### src/rtl/phys_reg_free_list_if.sv
// rtl/phys_reg_free_list_if.sv - allocate/free handshake bundle for the physical register free list
interface phys_reg_free_list_if #(
   parameter int W = 7
);
   logic         alloc_req;
   logic         alloc_valid;
   logic [W-1:0] alloc_reg;
   logic         free_valid;
   logic [W-1:0] free_reg;
   logic [W:0]   free_count;
   logic         overflow_err;

   // rename/commit side
   modport master (
      output alloc_req, free_valid, free_reg,
      input  alloc_valid, alloc_reg, free_count, overflow_err
   );

   // free list side
   modport slave (
      input  alloc_req, free_valid, free_reg,
      output alloc_valid, alloc_reg, free_count, overflow_err
   );
endinterface

### src/rtl/phys_reg_free_list.sv
// rtl/phys_reg_free_list.sv - circular free list of physical register IDs for rename
module phys_reg_free_list #(
   parameter int REG_FILE_ADDR_WIDTH = 7,
   parameter int NUM_ARCH_REGS       = 32
) (
   input logic                  clock,
   input logic                  reset_n,
   phys_reg_free_list_if.slave  bus
);
   localparam int W     = REG_FILE_ADDR_WIDTH;
   localparam int DEPTH = (1 << W) - NUM_ARCH_REGS;

   localparam logic [W:0]   DEPTH_C  = (W+1)'(DEPTH);
   localparam logic [W-1:0] LAST_PTR = W'(DEPTH - 1);

   logic [W-1:0] r_mem [DEPTH];
   logic [W-1:0] r_head;
   logic [W-1:0] r_tail;
   logic [W:0]   r_count;
   logic         r_overflow_err;

   logic         w_not_empty;
   logic         w_alloc_fire;
   logic         w_free_live;
   logic         w_free_ok;
   logic         w_free_drop;
   logic [W-1:0] w_head_next;
   logic [W-1:0] w_tail_next;

   // A free into a full list is still accepted when the same edge allocates,
   // since the head slot is vacated; ID 0 (x0 mapping) is never returned.
   always_comb begin
      w_not_empty  = (r_count != '0);
      w_alloc_fire = bus.alloc_req && w_not_empty;
      w_free_live  = bus.free_valid && (bus.free_reg != '0);
      w_free_ok    = w_free_live && ((r_count < DEPTH_C) || w_alloc_fire);
      w_free_drop  = w_free_live && !w_free_ok;
      // depth is not a power of two, so pointers wrap explicitly
      w_head_next  = (r_head == LAST_PTR) ? '0 : r_head + W'(1);
      w_tail_next  = (r_tail == LAST_PTR) ? '0 : r_tail + W'(1);
   end

   // Entry storage: reset preloads the IDs not claimed by architectural state.
   always_ff @(posedge clock or negedge reset_n) begin
      if (!reset_n) begin
         for (int i = 0; i < DEPTH; i++) begin
            r_mem[i] <= W'(NUM_ARCH_REGS + i);
         end
      end else if (w_free_ok) begin
         r_mem[r_tail] <= bus.free_reg;
      end
   end

   // Head/tail pointers, occupancy and sticky overflow flag.
   always_ff @(posedge clock or negedge reset_n) begin
      if (!reset_n) begin
         r_head         <= '0;
         r_tail         <= '0;
         r_count        <= DEPTH_C;
         r_overflow_err <= 1'b0;
      end else begin
         if (w_alloc_fire) begin
            r_head <= w_head_next;
         end
         if (w_free_ok) begin
            r_tail <= w_tail_next;
         end
         if (w_free_ok && !w_alloc_fire) begin
            r_count <= r_count + (W+1)'(1);
         end else if (w_alloc_fire && !w_free_ok) begin
            r_count <= r_count - (W+1)'(1);
         end
         if (w_free_drop) begin
            r_overflow_err <= 1'b1;
         end
      end
   end

   assign bus.alloc_valid  = w_not_empty;
   assign bus.alloc_reg    = r_mem[r_head];
   assign bus.free_count   = r_count;
   assign bus.overflow_err = r_overflow_err;
endmodule

### src/flat_wrapper.sv
// flat-port wrapper written by rule: the top's interface ports become plain ports
module phys_reg_free_list_flat 
#(
   parameter int REG_FILE_ADDR_WIDTH = 7,
   parameter int NUM_ARCH_REGS       = 32
)
  (clock, reset_n, bus_alloc_req, bus_free_valid, bus_free_reg, bus_alloc_valid, bus_alloc_reg, bus_free_count, bus_overflow_err);
  phys_reg_free_list_if #(.W((7))) bus_i ();
  input logic clock;
  input logic reset_n;
  input wire logic [$bits(bus_i.alloc_req)-1:0] bus_alloc_req;
  input wire logic [$bits(bus_i.free_valid)-1:0] bus_free_valid;
  input wire logic [$bits(bus_i.free_reg)-1:0] bus_free_reg;
  output wire logic [$bits(bus_i.alloc_valid)-1:0] bus_alloc_valid;
  output wire logic [$bits(bus_i.alloc_reg)-1:0] bus_alloc_reg;
  output wire logic [$bits(bus_i.free_count)-1:0] bus_free_count;
  output wire logic [$bits(bus_i.overflow_err)-1:0] bus_overflow_err;
  assign bus_i.alloc_req = bus_alloc_req;
  assign bus_i.free_valid = bus_free_valid;
  assign bus_i.free_reg = bus_free_reg;
  assign bus_alloc_valid = bus_i.alloc_valid;
  assign bus_alloc_reg = bus_i.alloc_reg;
  assign bus_free_count = bus_i.free_count;
  assign bus_overflow_err = bus_i.overflow_err;
  phys_reg_free_list #(.REG_FILE_ADDR_WIDTH(REG_FILE_ADDR_WIDTH), .NUM_ARCH_REGS(NUM_ARCH_REGS)) u_core (.clock(clock), .reset_n(reset_n), .bus(bus_i));
endmodule
### config.mk
export PLATFORM = sky130hd
export DESIGN_NAME = phys_reg_free_list_flat
export DESIGN_NICKNAME = d
export VERILOG_FILES = /design/src/rtl/phys_reg_free_list_if.sv /design/src/rtl/phys_reg_free_list.sv /design/src/flat_wrapper.sv
export SDC_FILE = /design/constraint.sdc
export NUM_CORES = 1
export LEC_CHECK = 0
export ABC_AREA = 1
export CORE_UTILIZATION = 34
export DETAILED_ROUTE_END_ITERATION = 7
export SLEW_MARGIN = 15
export SYNTH_ARGS = -nofsm -noshare
export SYNTH_HDL_FRONTEND = slang
export SYNTH_SLANG_ARGS = --single-unit
export TNS_END_PERCENT = 50
### constraint.sdc
create_clock -name clock -period 3.5 [get_ports clock]
set_input_delay 0.7 -clock clock [delete_from_list [all_inputs] [get_ports clock]]
set_output_delay 0.7 -clock clock [all_outputs]
set_load 0.1 [all_outputs]
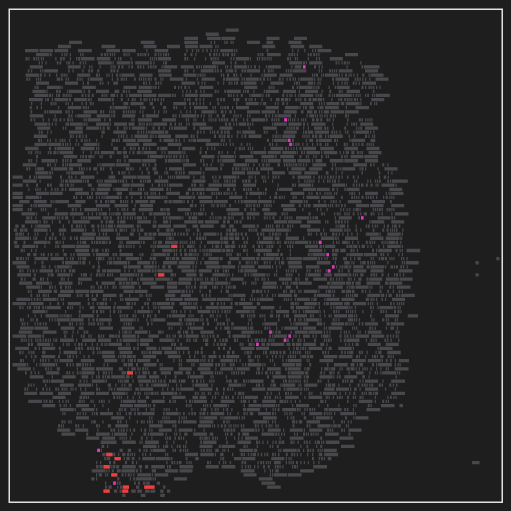
Fig. 1. Logic cells by family.
Scale: 1.5 px per um.
red -> fa/ha/maj cells  # cells 11
magenta -> and/or cells  # cells 15

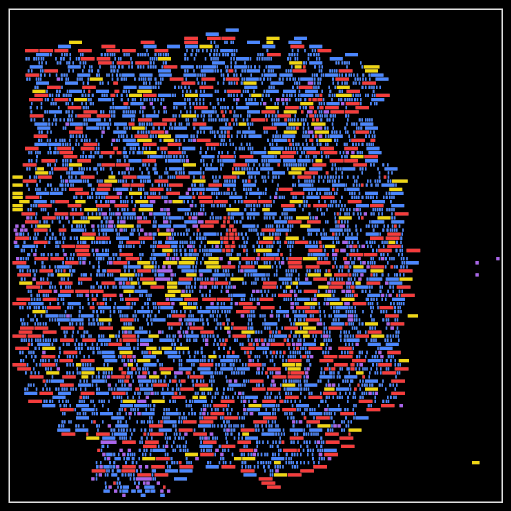
Fig. 2. Cells by drive strength.
Scale: 1.5 px per um.
yellow -> x6 and larger  # cells 177, most used clkbuf_16
purple -> x3 and x4  # cells 254, most used buf_4
red -> x2  # cells 556, most used dfstp_2
blue -> x1 and smaller  # cells 4131, most used nand2_1

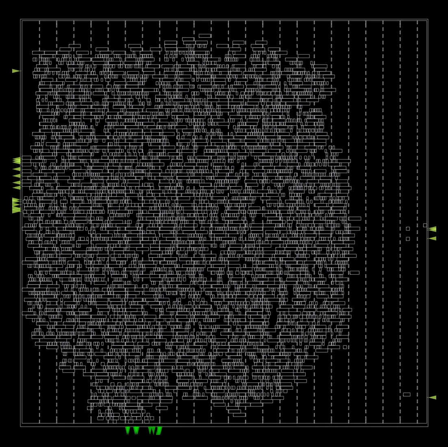
Fig. 3. Placement view.
Post-Layout Cell Count: 6509
Final Util: 40.9%
Cell Rows: 119
total core area: 105000 um2
seq_cells: 695

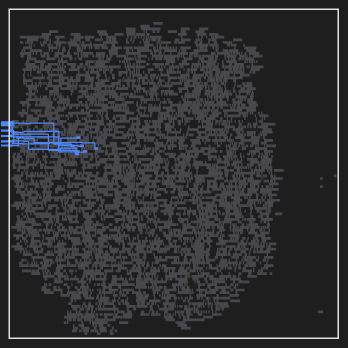
Fig. 4. Nets reached from selected ports.
Scale: 1 px per um.
blue -> bus_alloc_reg  # bits 7, direction output, edge west, end cells 7, buffers 7, wire 651 um

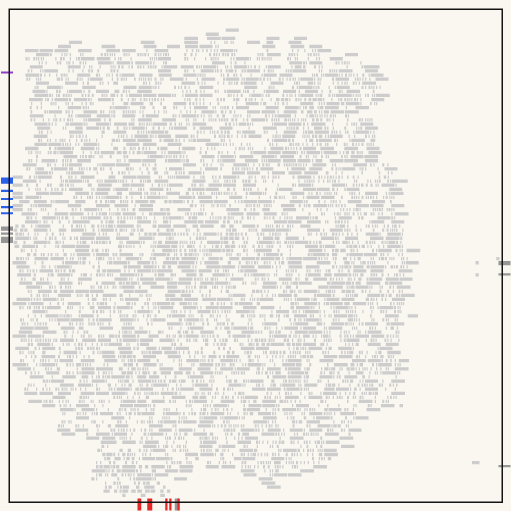
Fig. 5. Pin placement.
Scale: 1.5 px per um. Pins as bars across the die edge, other pins in gray.
blue -> bus_alloc_reg  # pins 7, direction output, edge west
red -> bus_free_count  # pins 8, direction output, edge south
purple -> clock  # pins 1, direction input, edge west
all pins by edge = 14 west, 10 south, 4 east

==> reports/qor.yml <==
synthesis:
  synthMuxAreaShare_pct: 0
  synth_cells: 4991
  synth_cell_type_count: 32
  top_cell: "nand2_1"
  yosys.area_share.simple_pct: 40.9
  ys.flop_type: "dfstp_2"
  async_reset_ff_share_pct: 100
  syn-cell-area_um2: 36000
  synthXorXnorAreaFrac_pct: 0.146
  ys_cells: 4991
  logic_family: "simple AND/OR/NAND/NOR gates"
  ys.warnings.count: 0
  fa_ha_area_share_pct: 0.403
  synth-edff-count: 0
  netlist_top_cells_area: "dfstp_2 (27%), nand2_1 (23%), dfrtp_1 (23%), nand3_1 (14%), nor2_1 (3.4%)"
  ys_sh_aoi_pct: 3.05
  ys.flops: 695
  yosysSeqAreaShare_pct: 49.5
status:
  violations: "setup timing"
  status: "complete, but fails checks"
timing:
  tightestPinTransition_ns: 1.12
  max_clock_freq_mhz: 281
  setup_violations: 7
  hold_viol_final: 0
  setup_slack_ns: -0.0619
  grt_setup_unrepaired: "true"
  fin_setup_tns_ns: -0.303
  maxSlewViolCount: 0
  fin_crit_sh_pct: 102
  maxSlewHeadroom_pct: 25.5
  period_minus_slack_ns: 3.56
final_layout:
  syn_to_final_growth_pct: 19.4
  final_nets: 5078
  fillCellCount: 10700
  drive_above_1_share_pct: 19.3
global_route:
  overflow: 0
  grt_pass1_vias: 31800
  antenna_found_initial: 2
  grt.met3_usage_pct: 3.74
  grtUsageTotal_pct: 22.5
  grt_max_degree: 233
  grt_pass1_wl_um: 191000
  top_usage_layer: "met2"
  met1_usage_pct: 31.4
detailed_routing:
  topRoutingLayerUsed: "met5"
  wl_met1_um: 54400
  viasPerCell: 5.21
  routed_wl_um: 125000
  dr_wl_met3_um: 9290
  dr.first_iter.drc_count: 3702
  antenna_left: 0
  wl_per_cell_um: 19.1
  dr_wl_met2_um: 56800
  num_vias: 33900
  firstDrtPassIters: 6
  drc: 0
setup_path:
  worstSetupEndpointType: "primary output"
  cpMaxStageDelayCell: "dfrtp_4"
  ff2ff_path_depth: 13
  crit_path_start_kind: "flop"
  setup.worst_path.end: "bus_alloc_reg[2]"
  worstPathCellList: "buf_12 > clkinv_16 > buf_12 > buf_8 > buf_6 > nand2_1 > nand3_1 > a21oi_2 > nor2_2 > nand2_2 > nand3_2 > nand2_2 > nand2_4 > nand2_4 > buf_12"
  path_max_fanout: 7
  r2r_start: "u_core.bus.free_count[5]"
  r2r-end: "u_core.r_mem[348]"
  critPathMaxStageDelay_ns: 0.45
  critPathTopFamily: "buffers and inverters"
  reg2reg_slack_ns: 0.31
  crit_top_cell: "buf_12"
  cp.depth: 15
  cp_num_buf_inv: 6
  cp.arrival_ns: 2.86
  startpoint: "u_core.r_head[0]"
  criticalPathCategory: "reg2out"
  required_ns: 2.80
pwr:
  maxPowerGroup: "combinational logic"
  max-vdd-ir-drop_uv: 1070
  powerClk_mw: 8.12
  p_comb_mw: 14.7
  p_int_mw: 19.9
  power.density_nw_per_um2: 800
  combPwrFrac_pct: 42.7
  switching_share_pct: 42.3
  pwr-share-seq_pct: 33.7
  powerSeq_mw: 11.6
  clockPowerShare_pct: 23.6
placed_design:
  gp_congestion: 0.864
  dp_worst_setup_slack_ns: -0.181
  dp_hpwl_um: 71800
  port_buffers: 27
cts:
  cts_tree: "yes"
  root_buffer: "clkbuf_16"
  post_cts_resized: 192
  clock_latency_ns: 0.62
  postCtsSetupBuffers: 18
  numCtsBuffers: 77
  clk_pin_slew_ns: 0.06
  cts.htree.levels: 3
  cts_hold_buf: 0
floorplan:
  ioPinCount: 28
  fp.dieH_um: 328
  die-area_um2: 107000
run:
  maxCapViolCount: 0
  warnings: 37
==> cell type report <==
class / count / area [um2] / area share (%)
clock buffer: 119 / 2290 / 5.32
timing repair inverter: 4 / 66.3 / 0.154
multi-input combinational: 3771 / 16800 / 39.0
inverter: 217 / 871 / 2.02
sequential: 695 / 17900 / 41.6
clock inverter: 22 / 188 / 0.436
timing repair buffer: 290 / 3220 / 7.48
tap: 1391 / 1740 / 4.05
==> registers in the layout (all words and copies together) (netlist names) <==
name                     flops
u_core.bus.overflow_err      1
u_core.r_head                7
u_core.bus.free_count        8
u_core.r_mem               672
u_core.r_tail                7
==> stage by stage <==
stage | cell area (um2) | hold WS [ns] | instances | total power [mW] | util (%)
finish | 43000 | 0.0810 | 6509 | 34.4 | 40.9
global route | 43000 | 0.0920 | 6509 | 36.2 | 40.9
detailed placement | 38800 | 0.448 | 6324 | 24.2 | 36.8
global placement | 38800 | 0.446 | 6324 | 24.1 | 36.8
floorplan | 36100 | 0.404 | 4991 | 19.4 | -
CTS | 42500 | 0.0790 | 6498 | 33.8 | 40.4
==> worst reg2reg max path, delay by kind of cell, from the launching register on <==
| family | cells | cell delay (ns) |
|---|---|---|
| AND/OR/NAND/NOR | 8 | 1.34 |
| buffers and inverters | 5 | 1.09 |
| flip-flops | 1 | 0.64 |
==> placed cells by master (no fill, tap or decap), drive strengths merged, types with 2 or more instances in the layout <==
cell and count:
a31oi 2, dfrtp 325, ha 10, nand4 3
inv 215, o21ai 110, bufbuf 3, or2 15
clkinv 23, bufinv 3, nand3 998, nand2 2220
nor2 322, a21oi 40, clkdlybuf4s50 7, clkbuf 126
buf 273, o211ai 14, clkinvlp 2, dfstp 370
xor2 5, o221ai 22
Power is estimated from default activity; no workload was simulated.
